Design muldiv_unit, sky130hd; sources not shown.
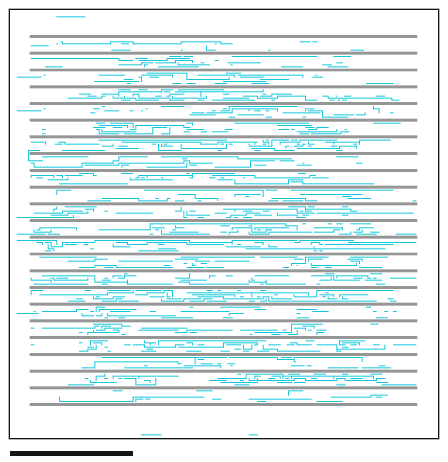
**Above:** run 1 (the metal 1 layer).
The bar under the picture is 20 microns long. Supply wires on this layer in gray.
wire length on this layer: 2,380 microns
share of all routed wire: 45%
nets with wire on the layer: 270
longest straight run: 22.5 microns
GR met1 Demand/Resource: 0.3157
DRT Wirelength: 5.325 mm
Vias: 1,808

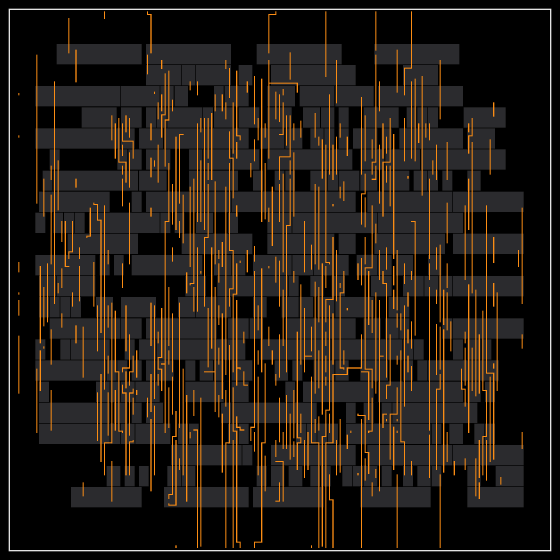
**Above:** run 1 (the metal 2 layer).
Cells faint in the background.
longest straight run: 28.6 microns
main direction: vertical
M2 GR Usage: 0.3686

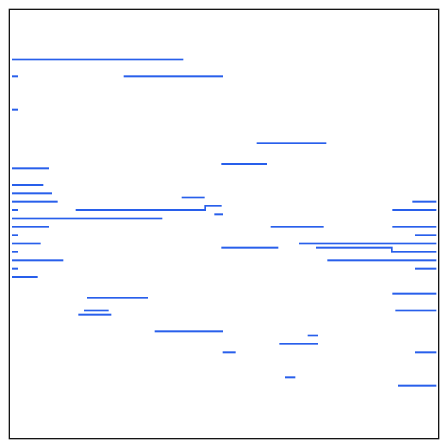
**Above:** run 1 (the metal 3 layer).
main direction: horizontal
share of all routed wire: 6.2%
longest straight run: 27.6 microns
met3 usage: 0.06522

==> ci_impl_report.md, run 1 <==
## Implementation flow summary

| Metric | Value |
|---|---|
| Post-synth EDFFs | `24` |
| Port Buf Inserts | `0` |
| Share of cells above drive strength 1 | `0.1055` |
| CP Capture Type | `primary output` |
| Status | `completed` |
| Area grow syn2layout | `9.232%` |
| CP Cell Sequence | `nor2b_4 -> nor2b_4 -> nand2_1 -> a31oi_4` |
| Core Area | `3771 sq um` |
| Worst slew pin tran | `0.7993 ns` |
| Resized Gates After CTS | `3` |
| Filler cells | `261` |
| Final setup violating endpoints | `0` |
| Die H | `roughly 70 microns` |
| Avg Cell Area, Syn | `10.19 sq um` |
| 1st-iter DRT viols | `130` |
| FA/HA/MAJ Cells, Area Fraction | `0.05289` |
| Post-route ant nets | `0` |
| Net Count, Synth | `279` |
| H-tree Lvls | `2` |
| Top-Level Pins | `47` |
| Final Non-Filler Cells | `between 300 and 400` |
| Fin crit share | `0.9504` |
| Hold slack | `0.2457 ns` |
| Min cycle time layout | `between 2 and 2.5 ns` |
| Dpl hpwl | `roughly 3.9 mm` |
| Hold WC Path Type | `in2reg` |
| Final Cell Area | `between 2000 and 3000 sq um` |
| Dpl ws | `-0.06946 ns` |
| Clock Path Buffers | `2` |
| P_leak | `1.160 nW` |
| Post-Route Utilization | `0.7263` |
| Chip area | `around 4800 sq um` |
| Nets | `about 290` |
| Vias in the first global route | `1,847` |
| Core Util at FP | `0.6649` |
| Seq share, synth | `0.5569` |
| Synth Register Bits | `51` |
| Hold Fails Final Rpt | `0` |
| Max-slew violation count | `0` |
| Cts hold-fix bufs | `2` |
| DRT Pass-1 Iters | `4` |
| Compound Share, Synth | `0.1392` |
| Post-synthesis cell area | `2507 sq um` |
| Main flop type | `dfrtp_1` |
| Rel. slew slack | `0.4659` |
| Max Cap Viol | `0` |
| Top-count cell post-synth | `nand2_1` |
| YS chip area | `2507 sq um` |
| Worst Setup Start Kind | `register` |
| WL per Instance | `roughly 18 microns` |
| Setup_tns | `0 ns` |
[run 1: power by group]
part,switching (mW),internal (mW),total (mW)
combinational,1.01,0.638,1.65
sequential,0.607,1.43,2.04
clock,0.286,0.242,0.528
total,1.90,2.31,4.22
[run 1: critical path: cells and delay by family (launching register included)]
kind	cells	cell delay, ns
AOI/OAI and AO/OA	1	0.28
DFF	1	0.44
and+or+nand+nor	3	0.69
[run 1: cell usage in the layout, fill, tap and decap left out, types with 2 or more instances in the layout]
cell type	count
nand2_1	53
dfrtp_1	27
edfxtp_1	24
nor2_1	23
a21oi_1	14
o21ai_0	10
o21ai_1	10
ha_1	8
and3_1	7
a211oi_1	7
buf_2	6
mux2i_1	6
clkbuf_8	6
inv_1	5
clkbuf_1	4
nand2b_1	3
and2_1	3
xnor2_1	3
o22ai_1	3
nor2b_4	2
o21a_1	2
a211oi_2	2
o211ai_1	2
nand3_1	2
[run 1: layer usage]
metal / global-route usage / vias up / routed length, microns
met3: 0.06522 / 7 / 327
li1: - / 875 / -
met1: 0.3157 / 870 / 2375
met2: 0.3686 / 56 / 2558
met5: 0 / - / 0
met4: 0.06941 / 0 / 63
[run 1: cell type report]
cell class                 count  area (sq um)  share of cell area
buffer                         9         41.29             0.01508
timing repair buffer           3         37.54             0.01370
inverter                       6         22.52            0.008223
clock inverter                 1         3.754            0.001370
multi-input combinational    179          1091              0.3984
sequential                    51          1396              0.5098
tap                           48         60.06             0.02193
clock buffer                   7         86.33             0.03152
[run 1: cell families (layout without fill, tap and decap cells)]
logic type / count (synthesis) / after routing
XOR/XNOR: 4 / 4
multiplexers: 6 / 6
AND/OR/NAND/NOR: 102 / 102
AND-OR/OR-AND: 57 / 57
flip-flops: 51 / 51
adder cells (fa/ha/maj): 10 / 10
buffers and inverters: 16 / 26
==> run 2, diff against run 1 <==
CORE_ASPECT_RATIO = 0.6   (was unset)
clock period = 2.36 ns   (was 2.3 ns; I/O delays follow)
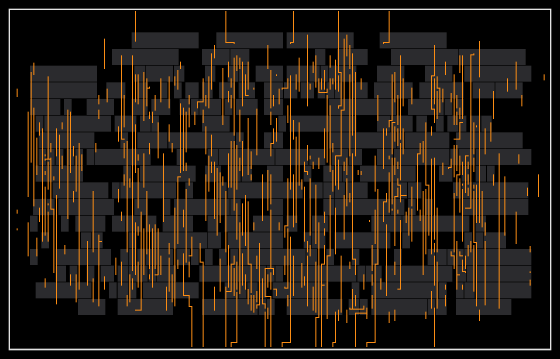
**Above:** run 2 (the metal 2 layer).
Cells faint in the background.
nets with wire on the layer: 234
wire length on this layer: 2,280 microns
longest straight run: 35.0 microns
share of all routed wire: 41%
Vias: 1,832
DRT Wirelength: 5.490 mm
M2 GR Usage: 0.3283

==> run 2 against run 1 <==
Net effect: clock skew fell by 0.00070 ns; first-iteration DRC count fell by 15%; non-clock buffer count fell by 1; critical endpoint unchanged; largest power group unchanged.
==> ci_impl_report.md, run 2 <==
## Implementation flow summary

| Metric | Value |
|---|---|
| Clk pwr share | `0.136 (+0.011)` |
| Setup Crit Path Kind | `reg2out` |
| Die H | `55.26 microns (-21%)` |
| Post-route ant nets | `0 (unchanged)` |
| Cell count of the worst hold path | `0` |
| Filler cells | `293 (+12%)` |
| Drt drc | `0` |
| Psw | `1.859 mW (-2.3%)` |
| Largest register FFs | `16` |
| Avg Cell Area, Syn | `10.19 sq um (unchanged)` |
| Core Area | `3786 sq um (+0.40%)` |
| Min cycle time layout | `2.230 ns` |
| Most numerous logic cell after layout | `nand2_1` |
| Clk sinks | `51` |
| Synth unique cells | `39` |
| Status | `completed` |
| Vias in the first global route | `1,790 (-3.1%)` |
| Chip area | `4868 sq um (+0.52%)` |
| Fin crit share | `0.9449` |
| 1st-iter DRT viols | `111 (-15%)` |
| Reg power frac | `0.485 (about the same)` |
| Core Util at FP | `0.6623 (-0.002637)` |
| Yosys top cell area share | `0.2874` |
| Hold slack | `0.2546 ns (+0.008856 ns)` |
| Worst slew pin tran | `0.8065 ns (+0.007260 ns)` |
| Most frequent cells in the layout | `nand2_1 (53), dfrtp_1 (27), edfxtp_1 (24), nor2_1 (23), a21oi_1 (15)` |
| Final setup violating endpoints | `0 (unchanged)` |
| Max-slew violation count | `0 (unchanged)` |
| Yosys warnings | `0` |
| Async SR Flop Fraction | `0.5294` |
| Met3 usage | `0.07154 (+0.006318)` |
| Cts hold-fix bufs | `2 (unchanged)` |
| Area grow syn2layout | `8.682%` |
| Port Buf Inserts | `0 (unchanged)` |
| FP Rows | `17` |
| DRT Pass-1 Iters | `4 (unchanged)` |
| RSZ-0062 raised after global routing | `no` |
| Post-synthesis cell area | `2507 sq um (unchanged)` |
| Diodes inserted | `0` |
| Post-Route Utilization | `0.7198 (-0.006515)` |
| Tool Warnings | `26` |
| CTS tree | `built` |
| Crit path arrival time | `1.76 ns` |
| Synth Register Bits | `51 (unchanged)` |
| GRT overflow | `0` |
| Main flop type | `dfrtp_1` |
| Nets | `287 (-0.35%)` |
| Clock Latency Late Sink | `~0.31 ns` |
| CP Capture Type | `primary output` |
| Net Sw Frac | `0.4525 (+0.001173)` |
| WL per Instance | `18.18 microns (+3.8%)` |
| DIE WIDTH | `88.10 microns` |
| Dpl hpwl | `3.926 mm (+1.3%)` |
| Largest net degree at the start of global routing | `28` |
| Hold Fails Final Rpt | `0 (unchanged)` |
| Worst Setup Start Kind | `register` |
| Top cells by count | `nand2_1 (53), dfrtp_1 (27), edfxtp_1 (24), nor2_1 (23), a21oi_1 (15)` |
| Worst-path clk slew | `roughly 0.090 ns` |
| Rel. slew slack | `0.4610 (-0.004851)` |
| Share of cells above drive strength 1 | `0.09412 (-0.01135)` |
| P_leak | `1.160 nW (about the same)` |
| Dpl ws | `-0.02418 ns (+0.04527 ns)` |
| Max Cap Viol | `0 (unchanged)` |
| Net Count, Synth | `279 (unchanged)` |
| Clock Path Buffers | `2 (unchanged)` |
| Most used routing layer | `met1` |
| GR met1 Demand/Resource | `0.3748 (+0.05902)` |
| Top-count cell post-synth | `nand2_1` |
| Setup WS post-layout | `0.1300 ns` |
| CP required | `1.89 ns` |
| Resized Gates After CTS | `3 (unchanged)` |
| Post-synth EDFFs | `24 (unchanged)` |
| YS chip area | `2507 sq um (unchanged)` |
| First-pass GRT wire length | `8.956 mm` |
| Post-synth top area cell | `edfxtp_1` |
| H-tree Lvls | `2 (unchanged)` |
| Mapped Cells | `approximately 250` |
| Cell internal pwr | `2.249 mW (-2.8%)` |
| Hold WC Path Type | `in2reg` |
| Final Non-Filler Cells | `302 (-0.66%)` |
| Combinational share of power | `0.379 (-0.012)` |
| # Cells Yosys | `246` |
| Power per Cell Area | `~1500 nW/um^2` |
| Top-Level Pins | `47 (unchanged)` |
| Seq share, synth | `0.5569 (unchanged)` |
[run 2: cell counts after synthesis]
No cell type changed its count.
[run 2: through the flow]
| step | setup TNS [ns] | power [mW] | cell area (sq um) |
|---|---|---|---|
| finish | 0 | 4.108 | 2725 |
| global route | 0 | 4.398 | 2725 |
| CTS | 0 | 4.091 | 2720 |
| detailed placement | -0.02418 | 3.516 | 2575 |
| global placement | -0.02759 | 3.446 | 2575 |
| floorplan | 0 | 3.112 | 2516 |
[run 2: cell type report]
class | count | area, sq um | share of cell area
clock inverters | 2 | 8.758 | 0.003214
repair buffers | 2 | 30.03 | 0.01102
plain buffers | 9 | 41.29 | 0.01515
well taps | 47 | 58.81 | 0.02158
clock buffers | 6 | 93.84 | 0.03444
multi-input cells | 179 | 1074 | 0.3939
flip-flops and latches | 51 | 1396 | 0.5124
inverters | 6 | 22.52 | 0.008264
[run 2: logic make-up (layout without fill, tap and decap cells)]
logic type                 Yosys count  count (layout)  synth area share
DFF                                 51              51            0.5569
adders and majority gates           10              10           0.05290
AOI/OAI and AO/OA                   57              57            0.1392
muxes                                6               6           0.02395
buffers and inverters               16              25           0.02694
xor gates and xnor gates             4               4           0.01397
and+or+nand+nor                    102             102            0.1861
[run 2: routing by layer]
metal	routed length, microns	vias to the layer above
met2	2276	77
met5	0	-
met4	57	0
met3	540	4
met1	2615	873
li1	-	878
[run 2: power by group through the flow]
stage	sequential, mW	combinational [mW]	clock [mW]
3_5_place_dp	1.99	1.53	0
4_1_cts	1.98	1.56	0.555
3_3_place_gp	1.98	1.47	0
6_report	1.99	1.56	0.559
5_1_grt	2.04	1.76	0.601
2_1_floorplan	1.89	1.22	0
[run 2: critical path: stages (launching register included)]
cell,delay (ns)
dfrtp_1,0.44
nor2b_4,0.27
nor2b_4,0.32
nand2_1,0.13
a31oi_4,0.28
Power is estimated from default activity; no workload was simulated.
